### config.mk
export PLATFORM = sky130hd
export DESIGN_NAME = mem_stage
export DESIGN_NICKNAME = d
export VERILOG_FILES = /design/src/rtl/mem_stage_pkg.sv /design/src/rtl/mem_stage_wb_reg.sv /design/src/rtl/mem_stage.sv
export SDC_FILE = /design/constraint.sdc
export NUM_CORES = 1
export LEC_CHECK = 0
export ABC_AREA = 0
export ABC_CLOCK_PERIOD_IN_PS = 4550
export CAP_MARGIN = 20
export CORE_MARGIN = 3
export CORE_UTILIZATION = 35
export CTS_CLUSTER_DIAMETER = 100
export DETAILED_ROUTE_END_ITERATION = 8
export PLACE_DENSITY_LB_ADDON = 0.05
export SKIP_LAST_GASP = 1
export SYNTH_ARGS = -nofsm -noshare
export SYNTH_HDL_FRONTEND = slang
export SYNTH_HIERARCHICAL = 1
export SYNTH_SLANG_ARGS = --single-unit
### constraint.sdc
create_clock -name clk -period 4.55 [get_ports clk]
set_input_delay 1.1375 -clock clk [delete_from_list [all_inputs] [get_ports clk]]
set_output_delay 1.1375 -clock clk [all_outputs]
set_load 0.05 [all_outputs]
### src/rtl/mem_stage_pkg.sv
// Shared widths, constants and FSM encoding for the memory stage slice.
package mem_stage_pkg;

   localparam int DATA_W   = 16;
   localparam int REGSEL_W = 3;
   localparam int REGDST_W = 2;
   localparam int WAIT_MAX = 64;

   localparam logic [DATA_W-1:0] NOP_INSTR = 16'h0800;

   typedef enum logic {
      ST_IDLE = 1'b0,
      ST_WAIT = 1'b1
   } mem_state_e;

endpackage

### src/rtl/mem_stage_wb_reg.sv
// MEM/WB pipeline register: loads either the incoming bundle or a bubble.
module mem_wb_reg
   import mem_stage_pkg::*;
#(
   parameter int                DATA_W    = mem_stage_pkg::DATA_W,
   parameter logic [DATA_W-1:0] NOP_INSTR = mem_stage_pkg::NOP_INSTR
) (
   input  logic                clk,
   input  logic                rst,
   input  logic                load_i,
   input  logic                bubble_i,
   input  logic [DATA_W-1:0]   aluResult_i,
   input  logic [DATA_W-1:0]   memData_i,
   input  logic [DATA_W-1:0]   newPc_i,
   input  logic [DATA_W-1:0]   instruction_i,
   input  logic                memToReg_i,
   input  logic                regWrite_i,
   input  logic                halt_i,
   input  logic [REGSEL_W-1:0] writeRegSel_i,
   input  logic [REGDST_W-1:0] regDst_i,
   output logic [DATA_W-1:0]   aluResult_o,
   output logic [DATA_W-1:0]   memData_o,
   output logic [DATA_W-1:0]   newPc_o,
   output logic [DATA_W-1:0]   instruction_o,
   output logic                memToReg_o,
   output logic                regWrite_o,
   output logic                halt_o,
   output logic [REGSEL_W-1:0] writeRegSel_o,
   output logic [REGDST_W-1:0] regDst_o
);

   logic [DATA_W-1:0]   aluResult_q;
   logic [DATA_W-1:0]   memData_q;
   logic [DATA_W-1:0]   newPc_q;
   logic [DATA_W-1:0]   instruction_q;
   logic                memToReg_q;
   logic                regWrite_q;
   logic                halt_q;
   logic [REGSEL_W-1:0] writeRegSel_q;
   logic [REGDST_W-1:0] regDst_q;

   // A bubble is a NOP with every side-effecting control cleared.
   always_ff @(posedge clk) begin
      if (rst || (load_i && bubble_i)) begin
         aluResult_q   <= '0;
         memData_q     <= '0;
         newPc_q       <= '0;
         instruction_q <= NOP_INSTR;
         memToReg_q    <= 1'b0;
         regWrite_q    <= 1'b0;
         halt_q        <= 1'b0;
         writeRegSel_q <= '0;
         regDst_q      <= '0;
      end else if (load_i) begin
         aluResult_q   <= aluResult_i;
         memData_q     <= memData_i;
         newPc_q       <= newPc_i;
         instruction_q <= instruction_i;
         memToReg_q    <= memToReg_i;
         regWrite_q    <= regWrite_i;
         halt_q        <= halt_i;
         writeRegSel_q <= writeRegSel_i;
         regDst_q      <= regDst_i;
      end
   end

   assign aluResult_o   = aluResult_q;
   assign memData_o     = memData_q;
   assign newPc_o       = newPc_q;
   assign instruction_o = instruction_q;
   assign memToReg_o    = memToReg_q;
   assign regWrite_o    = regWrite_q;
   assign halt_o        = halt_q;
   assign writeRegSel_o = writeRegSel_q;
   assign regDst_o      = regDst_q;

endmodule

### src/rtl/mem_stage.sv
// Memory stage: issues one data-memory request per instruction, stalls the
// upstream pipeline until mem_done, and feeds the MEM/WB register.
module mem_stage
   import mem_stage_pkg::*;
#(
   parameter int                DATA_W    = mem_stage_pkg::DATA_W,
   parameter logic [DATA_W-1:0] NOP_INSTR = mem_stage_pkg::NOP_INSTR,
   parameter int                WAIT_MAX  = mem_stage_pkg::WAIT_MAX
) (
   input  logic                clk,
   input  logic                rst,
   input  logic                EXMem_DMemEn,
   input  logic                EXMem_DMemWrite,
   input  logic                EXMem_DMemDump,
   input  logic [DATA_W-1:0]   EXMem_alu_result,
   input  logic [DATA_W-1:0]   EXMem_rd_data2,
   input  logic                EXMem_MemToReg,
   input  logic                EXMem_RegWrite,
   input  logic [REGSEL_W-1:0] EXMem_WriteRegSel,
   input  logic [REGDST_W-1:0] EXMem_RegDst,
   input  logic [DATA_W-1:0]   EXMem_new_PC,
   input  logic [DATA_W-1:0]   EXMem_instruction,
   output logic [DATA_W-1:0]   mem_addr,
   output logic [DATA_W-1:0]   mem_wdata,
   output logic                mem_rd,
   output logic                mem_wr,
   output logic                mem_createdump,
   input  logic [DATA_W-1:0]   mem_rdata,
   input  logic                mem_done,
   input  logic                mem_busy,
   output logic                pipe_stall,
   output logic [DATA_W-1:0]   MemWB_alu_result,
   output logic [DATA_W-1:0]   MemWB_mem_data,
   output logic [DATA_W-1:0]   MemWB_new_PC,
   output logic [DATA_W-1:0]   MemWB_instruction,
   output logic                MemWB_MemToReg,
   output logic                MemWB_RegWrite,
   output logic                MemWB_halt,
   output logic [REGSEL_W-1:0] MemWB_WriteRegSel,
   output logic [REGDST_W-1:0] MemWB_RegDst,
   output logic                err
);

   localparam int CNT_W = (WAIT_MAX > 1) ? $clog2(WAIT_MAX) : 1;

   mem_state_e        state_q, state_d;
   logic [CNT_W-1:0]  cnt_q, cnt_d;
   logic              err_q, err_d;

   logic              access;
   logic              misalign;
   logic              rdStrobe;
   logic              wrStrobe;
   logic              dumpStrobe;
   logic              stall;
   logic              wbBubble;
   logic [DATA_W-1:0] wbMemData;

   assign access    = EXMem_DMemEn;
   assign misalign  = access & EXMem_alu_result[0];
   assign mem_addr  = EXMem_alu_result;
   assign mem_wdata = EXMem_rd_data2;

   always_ff @(posedge clk) begin
      if (rst) begin
         state_q <= ST_IDLE;
         cnt_q   <= '0;
         err_q   <= 1'b0;
      end else begin
         state_q <= state_d;
         cnt_q   <= cnt_d;
         err_q   <= err_d;
      end
   end

   // The strobe fires only on the IDLE->WAIT transition, so a held EX/MEM
   // bundle can never re-issue while WAIT is outstanding.
   always_comb begin
      state_d    = state_q;
      cnt_d      = cnt_q;
      err_d      = err_q;
      rdStrobe   = 1'b0;
      wrStrobe   = 1'b0;
      dumpStrobe = 1'b0;
      stall      = 1'b0;
      wbBubble   = 1'b1;
      wbMemData  = '0;
      case (state_q)
         ST_IDLE: begin
            dumpStrobe = EXMem_DMemDump;
            if (!access) begin
               wbBubble = 1'b0;
            end else if (misalign) begin
               err_d = 1'b1;
            end else if (mem_busy) begin
               stall = 1'b1;
            end else begin
               rdStrobe = ~EXMem_DMemWrite;
               wrStrobe = EXMem_DMemWrite;
               stall    = 1'b1;
               state_d  = ST_WAIT;
               cnt_d    = '0;
            end
         end
         ST_WAIT: begin
            if (mem_done) begin
               wbBubble  = 1'b0;
               wbMemData = EXMem_DMemWrite ? '0 : mem_rdata;
               state_d   = ST_IDLE;
            end else if (cnt_q == CNT_W'(WAIT_MAX - 1)) begin
               err_d   = 1'b1;
               state_d = ST_IDLE;
            end else begin
               stall = 1'b1;
               cnt_d = cnt_q + 1'b1;
            end
         end
         default: begin
            state_d = ST_IDLE;
         end
      endcase
   end

   assign mem_rd         = rdStrobe & ~rst;
   assign mem_wr         = wrStrobe & ~rst;
   assign mem_createdump = dumpStrobe & ~rst;
   assign pipe_stall     = stall & ~rst;
   assign err            = err_q;

   mem_wb_reg #(
      .DATA_W    (DATA_W),
      .NOP_INSTR (NOP_INSTR)
   ) u_mem_wb_reg (
      .clk           (clk),
      .rst           (rst),
      .load_i        (1'b1),
      .bubble_i      (wbBubble),
      .aluResult_i   (EXMem_alu_result),
      .memData_i     (wbMemData),
      .newPc_i       (EXMem_new_PC),
      .instruction_i (EXMem_instruction),
      .memToReg_i    (EXMem_MemToReg),
      .regWrite_i    (EXMem_RegWrite),
      .halt_i        (EXMem_DMemDump),
      .writeRegSel_i (EXMem_WriteRegSel),
      .regDst_i      (EXMem_RegDst),
      .aluResult_o   (MemWB_alu_result),
      .memData_o     (MemWB_mem_data),
      .newPc_o       (MemWB_new_PC),
      .instruction_o (MemWB_instruction),
      .memToReg_o    (MemWB_MemToReg),
      .regWrite_o    (MemWB_RegWrite),
      .halt_o        (MemWB_halt),
      .writeRegSel_o (MemWB_WriteRegSel),
      .regDst_o      (MemWB_RegDst)
   );

endmodule
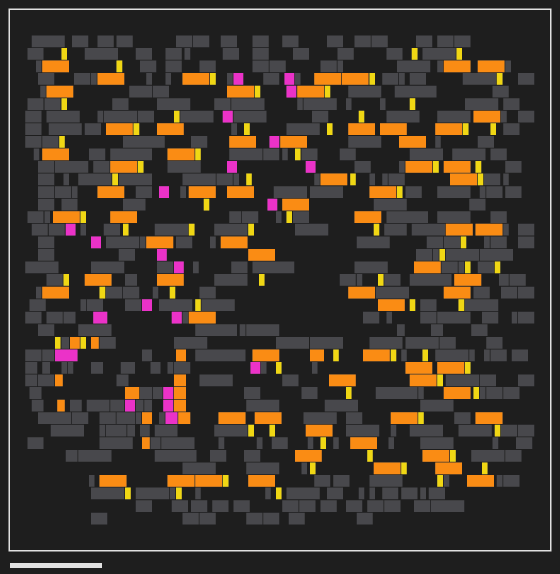
gate_families.png
Scale bar: 20 µm.
| family | colour | cells |
|---|---|---|
| inverting AOI/OAI gates | orange | 83 |
| inverters | yellow | 73 |
| AND and OR gates | magenta | 22 |
dominant logic cell type in the layout: clkdlybuf4s50_1
Post-Layout Cell Count: 696
multi-input combinational area share: 31.2%

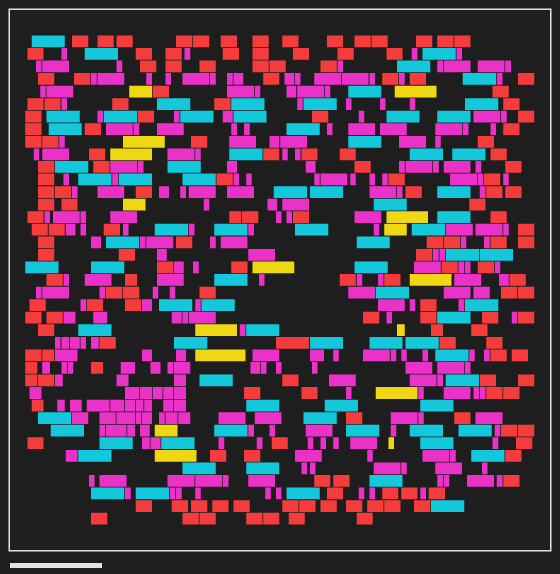
cell_classes.png
Scale bar: 20 µm.
| class | colour | cells |
|---|---|---|
| clock drivers and dummy loads | yellow | 16 |
| flip-flops | cyan | 80 |
| all other logic | magenta | 282 |
| other buffers and delay cells | red | 175 |
Finished Core Util: 51.1%
Final Cell Area: 0.00598 mm²
row count: 39
Core Region: 0.0117 mm²

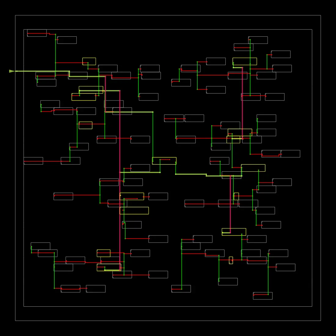
final_clocks.png
CTS buffer count: 9
CTS sink cnt: 80
Late-Pin Clk Latency: 0.33 ns
Seq Cell Count: 80
Final Skew: 0.00401 ns

==> summary.txt <==
run metrics: status finished, final reports clean, filler cell count 1,092, Crit. Startpoint EXMem_DMemDump, Final period util 83.3%, R2R setup slack 2.81 ns, crit path DRT approximately 3.4 ns, WHS Endpoint cnt_q[1], max-slew violation count 0, Distinct lib cells used around 42, Setup TNS Final 0 ns, Ports 203, WL per Instance 14.8 µm, WP depth 3, AO/OA Area Share between 20% and 30%, Final Power ~1.9 mW, comb area leader AND-OR/OR-AND gates, GRT busiest layer met2, worst reg-to-reg path cell count 4, area share, top type approximately 37%, iteration tally of the first detailed-router pass 4, inverter count between 70 and 80, Critical-path top delay cell clkdlybuf4s50_1, post-cts resize count 0, cell count after synthesis 432, total grt overflow 0, worst setup margin about 0.76 ns, DP Worst Slack 0.744 ns, first-pass GRT wire length 15,900 µm, routed wl met2 4700 µm, GRT Total Usage 14.8%, OpenROAD warning count 28, fraction of area in non-clock buffers 29.1%, Crit path max-delay family buffers and inverters
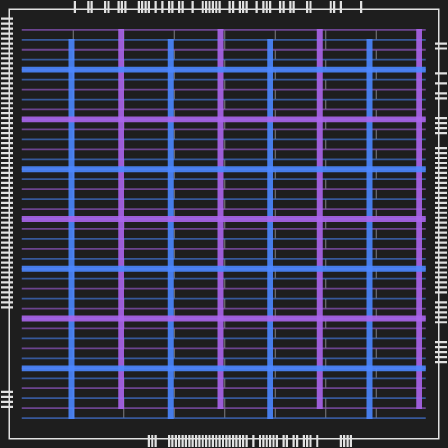
pdn.png
Pins as bars on the die edge. Tap cells in grey.
| net | colour |
|---|---|
| VSS | blue |
| VDD | purple |
signal pins: 203
tap cells: 143
rows: 39
met5 straps: 7
met4 straps: 8
Die Wd: 117 µm
die y size: 117 µm
Max IR drop VDD: 168 µV

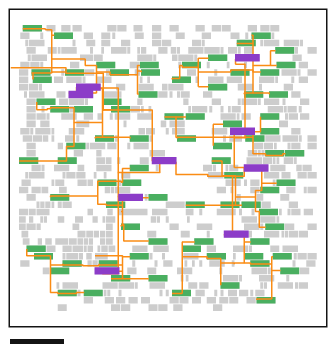
clock_map.png
Scale bar: 20 µm.
[clock wires] orange | length: 1,110 µm
[cells driving clock nets] purple | count: 9
[flip-flops] green | count: 80
routed clock nets: 10
flops lie: all over the die
clock share of power: 40.5%
Clk. pwr: 755 µW

Power figures rest on the tool's default switching activity, not on a simulated workload.
